==> config.mk <==
export PLATFORM = sky130hd
export DESIGN_NAME = zuart_module_rx_flat
export DESIGN_NICKNAME = d
export VERILOG_FILES = /design/src/rtl/zuart_module_rx_if.sv /design/src/rtl/zuart_module_rx.sv /design/src/flat_wrapper.sv
export SDC_FILE = /design/constraint.sdc
export NUM_CORES = 1
export LEC_CHECK = 0
export CORE_MARGIN = 4
export CORE_UTILIZATION = 30
export DETAILED_ROUTE_END_ITERATION = 10
export SLEW_MARGIN = 20
export SYNTH_ARGS = -nofsm -noshare
export SYNTH_HDL_FRONTEND = slang
export SYNTH_SLANG_ARGS = --single-unit
==> constraint.sdc <==
create_clock -name clk -period 2.6 [get_ports clk]
set_input_delay 0.52 -clock clk [delete_from_list [all_inputs] [get_ports clk]]
set_output_delay 0.52 -clock clk [all_outputs]
set_load 0.01 [all_outputs]
==> src/rtl/zuart_module_rx_if.sv <==
// Receive-side holding-register bundle of the UART receiver.
// The master drives received data and status; the slave supplies rx_ready.
interface zuart_module_rx_if;
    logic [7:0] rx_data;
    logic       rx_valid;
    logic       rx_ready;
    logic       rx_frame_err;
    logic       rx_overrun;
    logic       rx_busy;

    modport master (
        output rx_data,
        output rx_valid,
        output rx_frame_err,
        output rx_overrun,
        output rx_busy,
        input  rx_ready
    );

    modport slave (
        input  rx_data,
        input  rx_valid,
        input  rx_frame_err,
        input  rx_overrun,
        input  rx_busy,
        output rx_ready
    );
endinterface

==> src/rtl/zuart_module_rx.sv <==
// 8N1 UART receiver: two-flop synchroniser, mid-bit start validation,
// LSB-first centre sampling, valid/ready holding register with
// framing-error and overrun pulses. One bit period is CLK_DIV cycles.
module zuart_module_rx #(
    parameter int CLK_DIV = 434,
    parameter int HALF    = CLK_DIV / 2
) (
    input  logic              clk,
    input  logic              rst,
    input  logic              rx,
    zuart_module_rx_if.master bus
);

    typedef enum logic [2:0] {
        S_IDLE,
        S_START,
        S_DATA,
        S_STOP,
        S_BREAK
    } state_t;

    localparam logic [15:0] CNT_LAST = 16'(CLK_DIV - 1);
    localparam logic [15:0] CNT_HALF = 16'(HALF);

    logic        sync_m_q;
    logic        sync_s_q;
    logic        rx_s;

    state_t      state_q, state_d;
    logic [15:0] cnt_q,   cnt_d;
    logic [2:0]  idx_q,   idx_d;
    logic [7:0]  shift_q, shift_d;
    logic [7:0]  data_q,  data_d;
    logic        valid_q, valid_d;
    logic        ferr_q,  ferr_d;
    logic        ovr_q,   ovr_d;
    logic        busy_q,  busy_d;
    logic        good;

    assign rx_s = sync_s_q;

    // Two-flop synchroniser for the asynchronous rx pin; idles high out of reset.
    always_ff @(posedge clk) begin
        if (rst) begin
            sync_m_q <= 1'b1;
            sync_s_q <= 1'b1;
        end else begin
            sync_m_q <= rx;
            sync_s_q <= sync_m_q;
        end
    end

    // Frame sequencing, bit timing and holding-register next state.
    always_comb begin
        state_d = state_q;
        cnt_d   = cnt_q;
        idx_d   = idx_q;
        shift_d = shift_q;
        data_d  = data_q;
        valid_d = valid_q;
        ferr_d  = 1'b0;
        ovr_d   = 1'b0;
        good    = 1'b0;

        // A consumer transfer empties the holding register unless refilled below.
        if (valid_q && bus.rx_ready) begin
            valid_d = 1'b0;
        end

        case (state_q)
            S_IDLE: begin
                if (!rx_s) begin
                    state_d = S_START;
                end
            end
            S_START: begin
                cnt_d = cnt_q + 16'd1;
                if (cnt_q == CNT_HALF) begin
                    if (!rx_s) begin
                        state_d = S_DATA;
                        idx_d   = 3'd0;
                    end else begin
                        state_d = S_IDLE;
                    end
                end
            end
            S_DATA: begin
                cnt_d = cnt_q + 16'd1;
                if (cnt_q == CNT_LAST) begin
                    shift_d = {rx_s, shift_q[7:1]};
                    idx_d   = idx_q + 3'd1;
                    cnt_d   = 16'd0;
                    if (idx_q == 3'd7) begin
                        state_d = S_STOP;
                    end
                end
            end
            S_STOP: begin
                cnt_d = cnt_q + 16'd1;
                if (cnt_q == CNT_LAST) begin
                    if (rx_s) begin
                        good    = 1'b1;
                        state_d = S_IDLE;
                    end else begin
                        ferr_d  = 1'b1;
                        state_d = S_BREAK;
                    end
                end
            end
            S_BREAK: begin
                // Hold off until the line recovers so a long low is not a new start.
                if (rx_s) begin
                    state_d = S_IDLE;
                end
            end
            default: begin
                state_d = S_IDLE;
            end
        endcase

        if (state_d != state_q) begin
            cnt_d = 16'd0;
        end

        // A full, unconsumed holding register drops the new byte.
        if (good) begin
            if (valid_q && !bus.rx_ready) begin
                ovr_d = 1'b1;
            end else begin
                data_d  = shift_q;
                valid_d = 1'b1;
            end
        end

        busy_d = (state_d != S_IDLE);
    end

    // State, counters, shift register and output registers.
    always_ff @(posedge clk) begin
        if (rst) begin
            state_q <= S_IDLE;
            cnt_q   <= 16'd0;
            idx_q   <= 3'd0;
            shift_q <= 8'h00;
            data_q  <= 8'h00;
            valid_q <= 1'b0;
            ferr_q  <= 1'b0;
            ovr_q   <= 1'b0;
            busy_q  <= 1'b0;
        end else begin
            state_q <= state_d;
            cnt_q   <= cnt_d;
            idx_q   <= idx_d;
            shift_q <= shift_d;
            data_q  <= data_d;
            valid_q <= valid_d;
            ferr_q  <= ferr_d;
            ovr_q   <= ovr_d;
            busy_q  <= busy_d;
        end
    end

    assign bus.rx_data      = data_q;
    assign bus.rx_valid     = valid_q;
    assign bus.rx_frame_err = ferr_q;
    assign bus.rx_overrun   = ovr_q;
    assign bus.rx_busy      = busy_q;

endmodule

==> src/flat_wrapper.sv <==
// flat-port wrapper written by rule: the top's interface ports become plain ports
module zuart_module_rx_flat 
#(
    parameter int CLK_DIV = 434,
    parameter int HALF    = CLK_DIV / 2
)
  (clk, rst, rx, bus_rx_data, bus_rx_valid, bus_rx_frame_err, bus_rx_overrun, bus_rx_busy, bus_rx_ready);
  zuart_module_rx_if bus_i ();
  input  logic clk;
  input  logic rst;
  input  logic rx;
  output wire logic [$bits(bus_i.rx_data)-1:0] bus_rx_data;
  output wire logic [$bits(bus_i.rx_valid)-1:0] bus_rx_valid;
  output wire logic [$bits(bus_i.rx_frame_err)-1:0] bus_rx_frame_err;
  output wire logic [$bits(bus_i.rx_overrun)-1:0] bus_rx_overrun;
  output wire logic [$bits(bus_i.rx_busy)-1:0] bus_rx_busy;
  input wire logic [$bits(bus_i.rx_ready)-1:0] bus_rx_ready;
  assign bus_rx_data = bus_i.rx_data;
  assign bus_rx_valid = bus_i.rx_valid;
  assign bus_rx_frame_err = bus_i.rx_frame_err;
  assign bus_rx_overrun = bus_i.rx_overrun;
  assign bus_rx_busy = bus_i.rx_busy;
  assign bus_i.rx_ready = bus_rx_ready;
  zuart_module_rx #(.CLK_DIV(CLK_DIV), .HALF(HALF)) u_core (.clk(clk), .rst(rst), .rx(rx), .bus(bus_i));
endmodule
**Cell classes on the final placement**

The bar under the picture is 20 um long.
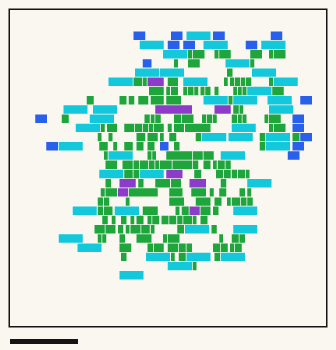
| class | color | cells | share of their area |
|---|---|---|---|
| registers | cyan | 44 | 37% |
| clock drivers and dummy loads | purple | 8 | 4.9% |
| remaining logic cells | green | 188 | 51% |
| remaining buffers and delay cells | blue | 17 | 7.0% |
Seq/total area: 35.48%
# rows: 30
post-layout util: 35.75%
Core Footprint: 0.006944 mm^2
Post-Layout Inst Area: 0.002482 mm^2

**Gate-type map**

The bar under the picture is 20 um long.
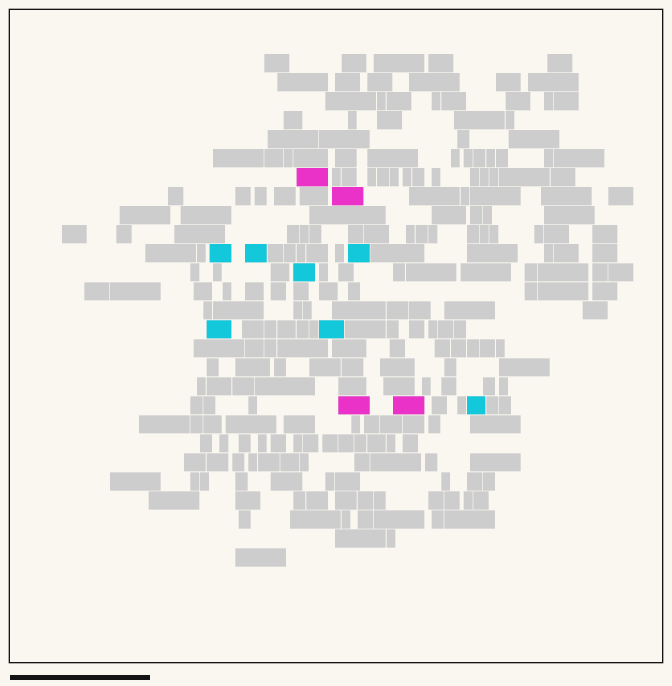
| family | color | cells | where |
|---|---|---|---|
| non-inverting ao/oa cells | cyan | 7 | center |
| fa/ha/maj cells | magenta | 4 | center |
multi-input gate share of total cell area: 47.43%
Commonest Layout Cell: dfxtp_1
final cell count without fillers: 353

**Register map, names as in the netlist**

The bar under the picture is 20 um long. Other sequential cells in the stronger gray, the rest of the logic in the fainter gray.
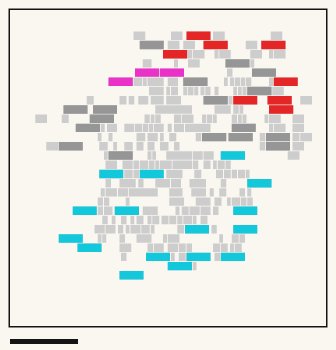
| name in the netlist | color | placed flops |
|---|---|---|
| `u_core.idx_q` | magenta | 3 |
| `u_core.bus.rx_data` | red | 8 |
| `u_core.cnt_q` | cyan | 16 |
Reg area: 880.8 um^2
P_seq: 695 uW

**Drive-strength map**

The bar under the picture is 20 um long.
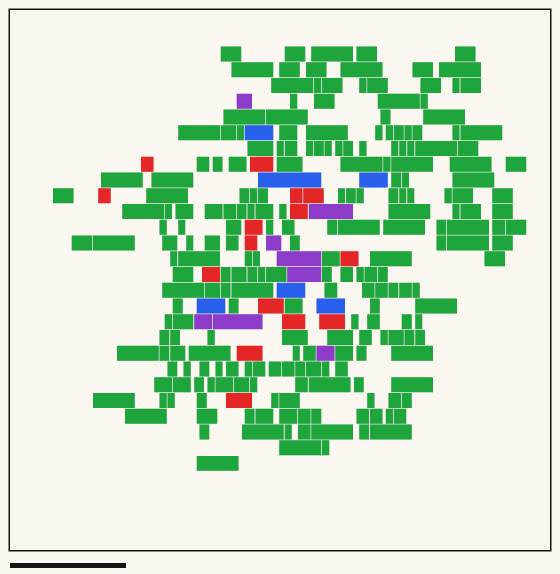
| size | color | cells |
|---|---|---|
| x6 and larger | blue | 6 |
| x3 and x4 | purple | 8 |
| x2 | red | 15 |
| x1 and smaller | green | 228 |
Area Overhead vs Synth: 13.76%
Final WS setup: 0.5091 ns

==> run summary <==
flow finished, numbers: Comb group 88.0 uW, ANT cells 0, Gate Area 0.001177 mm^2, CP cell instances ha_1, and4b_1, and4_1, nand2_2, a21boi_2, o21ai_0, max frequency 478.3 MHz, chip footprint 0.008702 mm^2, DIE HEIGHT 93.29 um, share of layout cells above drive strength 1 11.28%, TritonCTS clock tree done, cell count of the worst reg-to-reg path 6, YS chip area 0.002182 mm^2, Top logic family simple AND/OR/NAND/NOR gates, pre-CTS WS 0.5253 ns, Fin Hold WS 0.4134 ns, tap cells 96, post-DP HPWL 3151 um, WP data required 2.78 ns, inverter count 6, # IOs 16, Top class by area logic gates, CTS sink count 44, R2R Path Start u_core.cnt_q[0], CTS max path bufs 2, GRT Total Usage 11.18%, clk cell area share 4.688%, Avg Synthesized Cell Area 8.763 um^2, initial antenna violation count 0, Yosys top cell by instances dfxtp_1, Switching Share 23.88%, Fillers 703, Die W 93.29 um, Floorplan Nets 257, Detail Route met2 WL 1946 um, startpoint types flop, Signal buf overhead 6.653%, remaining antenna violation count after routing 0, pwr/cell area 531.3 mW/mm^2, Final Hold Viols 0, EDFF count, synth 0, placed cell areas 0.002366 mm^2, Worst Setup Path Type reg -> reg, Psw 315.0 uW, buffers outside the clock class 17, internal power 1004 uW, mapped cell area 0.002182 mm^2, combinational share of power 6.7%, Pleak 0.0008313 uW, Seq pwr share 52.7%, floorplan core density 31.42%, largest net degree at the start of global routing 31, Crit path depth 6, aggregate global routing overflow 0, Clk pwr share 40.6%, GPL Wtd Cong 0.8497, yosys simple share 31.14%, Detailed Routing Iterations Pass 1 4, seq_cells 44, worst slew pin tran 0.4964 ns, Nets 264, Distinct lib cells used 56, max-cap violations 0, critical path's top delay family simple AND/OR/NAND/NOR gates, Via density 5.028, hold path depth 1, worst vdd ir 0.2149 mV, unrepaired setup endpoints after global routing false, Initial DRC Count 127, Buffers on Ports 15, final period utilization 80.42%, CP max stage delay 0.48 ns, WP data arrival 2.27 ns, CP max stage cell and4_1, Top-area cell share 40.37%, DRC Markers 0, met3 WL 248 um, Mux area share 4.128%, yosys aoi share 15.19%, crit path time final 2.091 ns, Final Power 1319 uW, status completed, CP endpoint u_core.idx_q[1], CP startpoint u_core.cnt_q[0], # placed instances 345
[cells in the final DEF, fill, tap and decap left out, types with 2 or more instances in the layout]
cell type	netlist	routed
or3_1	6	6
o21ai_0	3	3
dfxtp_1	44	44
inv_1	6	6
nand3_1	13	13
a21oi_1	17	17
nor3_1	10	10
and4_1	3	3
xnor2_1	3	3
nand4_1	5	5
nand4b_1	2	2
clkdlybuf4s50_1	0	15
nand2_1	34	34
nor4_1	3	3
a31o_2	2	2
mux2i_1	9	9
or2_2	2	2
clkbuf_8	0	5
buf_4	1	2
o211ai_1	2	2
a211oi_1	3	3
nor4_2	2	2
ha_1	4	4
and3_1	2	2
a31oi_1	5	5
clkinv_4	0	2
nand2b_1	5	5
nor2_1	19	19
Power figures rest on the tool's default switching activity, not on a simulated workload.
